**src/rtl/opll_write_sequencer.sv**
```systemverilog
// opll_write_sequencer
// Queues host register writes in a small FIFO and replays each one onto a
// shared YM2413-style (OPLL) bus. Each write is an address strobe followed by
// a data strobe, and each strobe is followed by the bus recovery time the chip
// needs.
//
// state        | meaning
// -------------+-------------------------------------------------------
// S_IDLE       | waiting; pops the FIFO head into the holding register
// S_ADDR_PULSE | WR low, A0=0, D=address, selected chip's CS low
// S_ADDR_WAIT  | WR/CS high, address recovery time
// S_DATA_PULSE | WR low, A0=1, D=data, selected chip's CS low
// S_DATA_WAIT  | WR/CS high, data recovery time
//
// Ports
//   clk, rst            clock, synchronous active-high reset
//   i_wr_valid/o_wr_ready/i_wr_chip/i_wr_addr/i_wr_data   host write port
//   o_cs_n, o_wr_n, o_a0, o_d                            OPLL bus (registered)
//   o_busy, o_level, o_err                               status
module opll_write_sequencer #(
  parameter int DEPTH     = 4,
  parameter int CHIPS     = 2,
  parameter int PULSE_W   = 2,
  parameter int ADDR_WAIT = 12,
  parameter int DATA_WAIT = 84,
  localparam int CW = (CHIPS > 1) ? $clog2(CHIPS) : 1,
  localparam int LW = $clog2(DEPTH + 1)
) (
  input  logic             clk,
  input  logic             rst,
  input  logic             i_wr_valid,
  output logic             o_wr_ready,
  input  logic [CW-1:0]    i_wr_chip,
  input  logic [7:0]       i_wr_addr,
  input  logic [7:0]       i_wr_data,
  output logic [CHIPS-1:0] o_cs_n,
  output logic             o_wr_n,
  output logic             o_a0,
  output logic [7:0]       o_d,
  output logic             o_busy,
  output logic [LW-1:0]    o_level,
  output logic             o_err
);

  localparam int PW    = $clog2(DEPTH);
  localparam int EW    = CW + 16;
  localparam int MAX_A = (PULSE_W > ADDR_WAIT) ? PULSE_W : ADDR_WAIT;
  localparam int MAX_L = (MAX_A > DATA_WAIT) ? MAX_A : DATA_WAIT;
  localparam int CNTW  = (MAX_L > 1) ? $clog2(MAX_L) : 1;

  // Down-counter reload values: a state lasting N cycles loads N-1 and
  // leaves when the count reaches zero.
  localparam logic [CNTW-1:0] LD_PULSE = CNTW'(PULSE_W - 1);
  localparam logic [CNTW-1:0] LD_AWAIT = CNTW'(ADDR_WAIT - 1);
  localparam logic [CNTW-1:0] LD_DWAIT = CNTW'(DATA_WAIT - 1);

  typedef enum logic [2:0] {
    S_IDLE,
    S_ADDR_PULSE,
    S_ADDR_WAIT,
    S_DATA_PULSE,
    S_DATA_WAIT
  } state_t;

  state_t            state, state_nxt;
  logic [CNTW-1:0]   cnt, cnt_nxt;
  logic [EW-1:0]     mem [DEPTH];
  logic [PW-1:0]     wr_ptr, rd_ptr;
  logic [LW-1:0]     level;
  logic              push, pop;
  logic [CW-1:0]     head_chip;
  logic [CW-1:0]     hold_chip;
  logic [7:0]        hold_addr, hold_data;
  logic [CHIPS-1:0]  cs_sel;
  logic              busy_r;

  // Ready depends only on the stored level, so a full FIFO never accepts,
  // even in a cycle where the sequencer is popping.
  assign o_wr_ready = (level < LW'(DEPTH));
  assign push       = i_wr_valid & o_wr_ready & ~rst;
  assign head_chip  = mem[rd_ptr][EW-1:16];
  assign o_level    = level;

  always_ff @(posedge clk) begin
    if (push) begin
      mem[wr_ptr] <= {i_wr_chip, i_wr_addr, i_wr_data};
    end
  end

  always_ff @(posedge clk) begin
    if (rst) begin
      wr_ptr <= '0;
      rd_ptr <= '0;
      level  <= '0;
    end else begin
      if (push) wr_ptr <= wr_ptr + PW'(1);
      if (pop)  rd_ptr <= rd_ptr + PW'(1);
      case ({push, pop})
        2'b10:   level <= level + LW'(1);
        2'b01:   level <= level - LW'(1);
        default: level <= level;
      endcase
    end
  end

  always_ff @(posedge clk) begin
    if (pop) begin
      {hold_chip, hold_addr, hold_data} <= mem[rd_ptr];
    end
  end

  always_ff @(posedge clk) begin
    if (rst) begin
      state <= S_IDLE;
      cnt   <= '0;
    end else begin
      state <= state_nxt;
      cnt   <= cnt_nxt;
    end
  end

  always_comb begin
    state_nxt = state;
    cnt_nxt   = cnt;
    pop       = 1'b0;
    case (state)
      S_IDLE: begin
        if (level != '0) begin
          pop       = 1'b1;
          state_nxt = S_ADDR_PULSE;
          cnt_nxt   = LD_PULSE;
        end
      end
      S_ADDR_PULSE: begin
        if (cnt == '0) begin
          state_nxt = S_ADDR_WAIT;
          cnt_nxt   = LD_AWAIT;
        end else begin
          cnt_nxt = cnt - CNTW'(1);
        end
      end
      S_ADDR_WAIT: begin
        if (cnt == '0) begin
          state_nxt = S_DATA_PULSE;
          cnt_nxt   = LD_PULSE;
        end else begin
          cnt_nxt = cnt - CNTW'(1);
        end
      end
      S_DATA_PULSE: begin
        if (cnt == '0) begin
          state_nxt = S_DATA_WAIT;
          cnt_nxt   = LD_DWAIT;
        end else begin
          cnt_nxt = cnt - CNTW'(1);
        end
      end
      S_DATA_WAIT: begin
        if (cnt == '0) begin
          state_nxt = S_IDLE;
        end else begin
          cnt_nxt = cnt - CNTW'(1);
        end
      end
      default: state_nxt = S_IDLE;
    endcase
  end

  // An out-of-range chip index matches no bit, so every select stays high
  // while the strobes still run their normal timing.
  always_comb begin
    cs_sel = '1;
    for (int i = 0; i < CHIPS; i++) begin
      if (int'(hold_chip) == i) cs_sel[i] = 1'b0;
    end
  end

  always_ff @(posedge clk) begin
    if (rst) begin
      o_err <= 1'b0;
    end else if (pop && (int'(head_chip) >= CHIPS)) begin
      o_err <= 1'b1;
    end
  end

  // Bus pins are registered from the current state, so they trail the state
  // register by one cycle. A0 and D are left alone outside the pulses.
  always_ff @(posedge clk) begin
    if (rst) begin
      o_wr_n <= 1'b1;
      o_cs_n <= '1;
      o_a0   <= 1'b0;
      o_d    <= '0;
      busy_r <= 1'b0;
    end else begin
      busy_r <= (state != S_IDLE);
      case (state)
        S_ADDR_PULSE: begin
          o_wr_n <= 1'b0;
          o_cs_n <= cs_sel;
          o_a0   <= 1'b0;
          o_d    <= hold_addr;
        end
        S_DATA_PULSE: begin
          o_wr_n <= 1'b0;
          o_cs_n <= cs_sel;
          o_a0   <= 1'b1;
          o_d    <= hold_data;
        end
        default: begin
          o_wr_n <= 1'b1;
          o_cs_n <= '1;
        end
      endcase
    end
  end

  // busy_r covers the final registered bus cycle after the FSM is back in IDLE.
  assign o_busy = (state != S_IDLE) | busy_r | (level != '0);

endmodule
```
**config.mk**
```make
export PLATFORM = sky130hd
export DESIGN_NAME = opll_write_sequencer
export DESIGN_NICKNAME = d
export VERILOG_FILES = /design/src/rtl/opll_write_sequencer.sv
export SDC_FILE = /design/constraint.sdc
export NUM_CORES = 1
export LEC_CHECK = 0
export CAP_MARGIN = 10
export CORE_MARGIN = 2
export CORE_UTILIZATION = 57
export DETAILED_ROUTE_END_ITERATION = 8
export PLACE_DENSITY = 0.85
export RECOVER_POWER = 100
export SLEW_MARGIN = 20
export SYNTH_ARGS = -nofsm -noshare
export SYNTH_HDL_FRONTEND = slang
export SYNTH_SLANG_ARGS = --single-unit
```
**constraint.sdc**
```tcl
create_clock -name clk -period 3.8 [get_ports clk]
set_input_delay 0.38 -clock clk [delete_from_list [all_inputs] [get_ports clk]]
set_output_delay 0.38 -clock clk [all_outputs]
set_load 0.05 [all_outputs]
```
==> flow_summary.html <==
<h3>Run summary</h3>
<table>
<tr><th>Metric</th><th>Value</th></tr>
<tr><th colspan="2">Power</th></tr>
<tr><td>Overall power of the completed layout</td><td>roughly 4.8 mW</td></tr>
<tr><td>Reported leakage power</td><td>1.89 nW</td></tr>
<tr><td>Clock share of power</td><td>0.324</td></tr>
<tr><td>Switching power</td><td>1.64 mW</td></tr>
<tr><td>Logic gate share of total power</td><td>0.293</td></tr>
<tr><th colspan="2">Place</th></tr>
<tr><td>Port-buffer cells</td><td>36</td></tr>
<tr><td>Dpl cell area</td><td>4990 um^2</td></tr>
<tr><th colspan="2">Timing</th></tr>
<tr><td>Worst Max-Slew Pin Slew</td><td>1.34 ns</td></tr>
<tr><td>Fmax</td><td>300 MHz</td></tr>
<tr><td>Total Neg Setup Slack</td><td>0 ns</td></tr>
<tr><td>Post-layout worst setup margin</td><td>0.471 ns</td></tr>
<tr><td>Hold Fails Final Rpt</td><td>0</td></tr>
<tr><td>Slew Limit Headroom</td><td>0.106</td></tr>
<tr><th colspan="2">Synth</th></tr>
<tr><td>#FFs+latches synth</td><td>115</td></tr>
<tr><td>Asr flop ratio synth</td><td>0</td></tr>
<tr><td>Top area cells in the synthesized netlist</td><td>sky130_fd_sc_hd__edfxtp_1, sky130_fd_sc_hd__dfxtp_1, sky130_fd_sc_hd__mux4_2, sky130_fd_sc_hd__mux2i_1, sky130_fd_sc_hd__ha_1</td></tr>
<tr><td>Largest logic family</td><td>multiplexers</td></tr>
<tr><td>Most frequent cell after synthesis</td><td>sky130_fd_sc_hd__edfxtp_1</td></tr>
<tr><td>Nets in the synthesized netlist</td><td>317</td></tr>
<tr><td>Post-synth tally of flip-flops with integrated enable</td><td>85</td></tr>
<tr><th colspan="2">Layout</th></tr>
<tr><td>Proportion of final cell area spent on non-clock buffers</td><td>0.0693</td></tr>
<tr><td>Flop area</td><td>3150 um^2</td></tr>
<tr><td>Fillcell total</td><td>471</td></tr>
<tr><td>Area-dominant cell class after layout</td><td>flip-flops and latches</td></tr>
<tr><td>Sequential share of cell area</td><td>0.565</td></tr>
<tr><td>Max FFs per register</td><td>68</td></tr>
<tr><td>Number of inverters outside the clock class in the layout</td><td>12</td></tr>
<tr><td>Total inserted antenna cells</td><td>0</td></tr>
<tr><td>Total of clock buffers placed in the layout</td><td>17</td></tr>
<tr><td>Final-stage net count</td><td>361</td></tr>
<tr><th colspan="2">Worst setup path</th></tr>
<tr><td>Delay of the slowest critical-path stage</td><td>0.76 ns</td></tr>
<tr><td>Beginning of the critical path</td><td>state[1]</td></tr>
<tr><td>Number of gates on the worst path with buffers counted</td><td>4</td></tr>
<tr><td>Destination of the critical timing path</td><td>o_busy</td></tr>
<tr><td>CP max stage cell</td><td>sky130_fd_sc_hd__dlygate4sd3_1</td></tr>
<tr><th colspan="2">Worst hold path</th></tr>
<tr><td>Beginning of the worst hold path</td><td>hold_chip</td></tr>
<tr><td>Worst Hold Depth</td><td>1</td></tr>
<tr><td>Terminating pin of the worst hold path</td><td>o_cs_n[1]</td></tr>
<tr><th colspan="2">GRT</th></tr>
<tr><td>Met3 track demand over resource in global routing</td><td>0.0886</td></tr>
<tr><td>Number of global-route vias before repair</td><td>around 2.6k</td></tr>
<tr><td>Pin count of the biggest net entering global routing</td><td>31</td></tr>
<tr><th colspan="2">Status</th></tr>
<tr><td>Result of the run</td><td>completed</td></tr>
<tr><th colspan="2">CTS</th></tr>
<tr><td>Clock tree sinks</td><td>115</td></tr>
<tr><td>Maximum number of buffers from clock root to sink</td><td>2</td></tr>
<tr><th colspan="2">Detailed routing</th></tr>
<tr><td>Uppermost layer routed</td><td>met4</td></tr>
<tr><th colspan="2">Floorplanning</th></tr>
<tr><td>Count of inserted tapcells</td><td>102</td></tr>
<tr><td>I/O pin count</td><td>38</td></tr>
</table>
[worst reg2reg max path, stage by stage (launching register included)]
cell and delay [ns]:
sky130_fd_sc_hd__dfxtp_1 0.59, sky130_fd_sc_hd__nor3_1 0.64, sky130_fd_sc_hd__and2b_1 0.24, sky130_fd_sc_hd__ha_1 0.19, sky130_fd_sc_hd__inv_1 0.07, sky130_fd_sc_hd__fa_1 0.37, sky130_fd_sc_hd__xor2_1 0.16, sky130_fd_sc_hd__or3_1 0.30
sky130_fd_sc_hd__a21oi_1 0.14
[power by group through the flow]
stage,clock network (mW),registers [mW],logic [mW]
5_1_grt,1.66,1.90,1.54
4_1_cts,1.60,1.86,1.47
3_5_place_dp,0,1.87,1.44
6_report,1.57,1.86,1.42
3_3_place_gp,0,1.86,1.40
2_1_floorplan,0,1.95,0.959
Fig. 1: congestion heat map
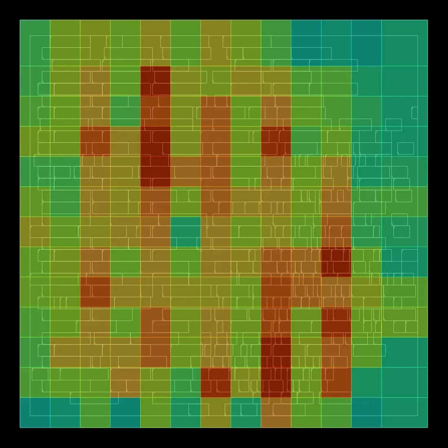
average routed wire per standard cell: 18.2 um
busiest layer in global routing: met2
final core utilization: 0.722
aggregate global-route resource usage: 0.214
met2 layer usage reported by global route: 0.348

Fig. 2: signal wires by layer
Only two layers are drawn.
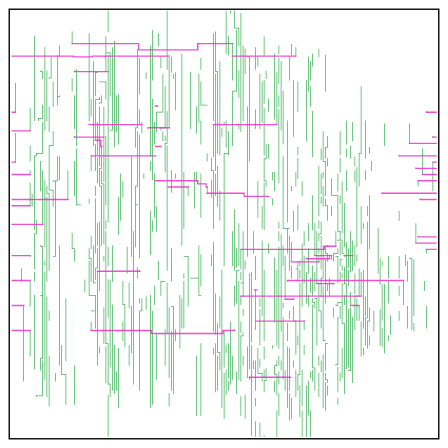
- metal 2: green (wire length 4150 um)
- metal 3: magenta (wire length 438 um)

Fig. 3: the metal 1 layer
Scale bar: 20 um. Supply wires on this layer in gray.
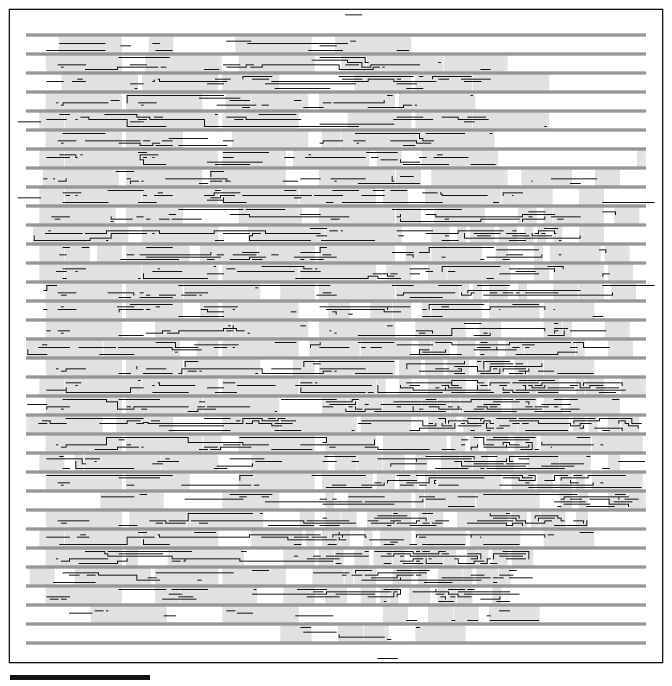
- nets with wire on the layer: 324
- longest straight run: 22.1 um

Fig. 4: nets reached from selected ports
Scale bar: 20 um.
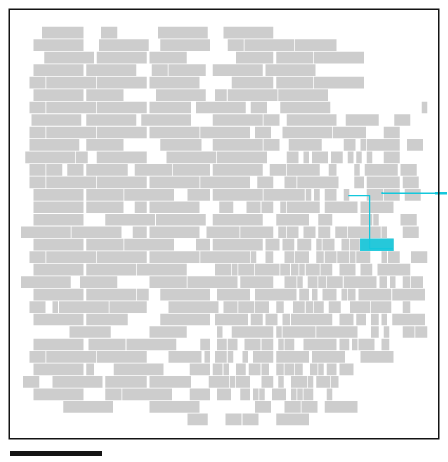
- `o_a0`: cyan (bits 1; direction output; end cells 1; buffers 1; wire 33.1 um)

No activity file was given, so power comes from the tool's default toggle rates.
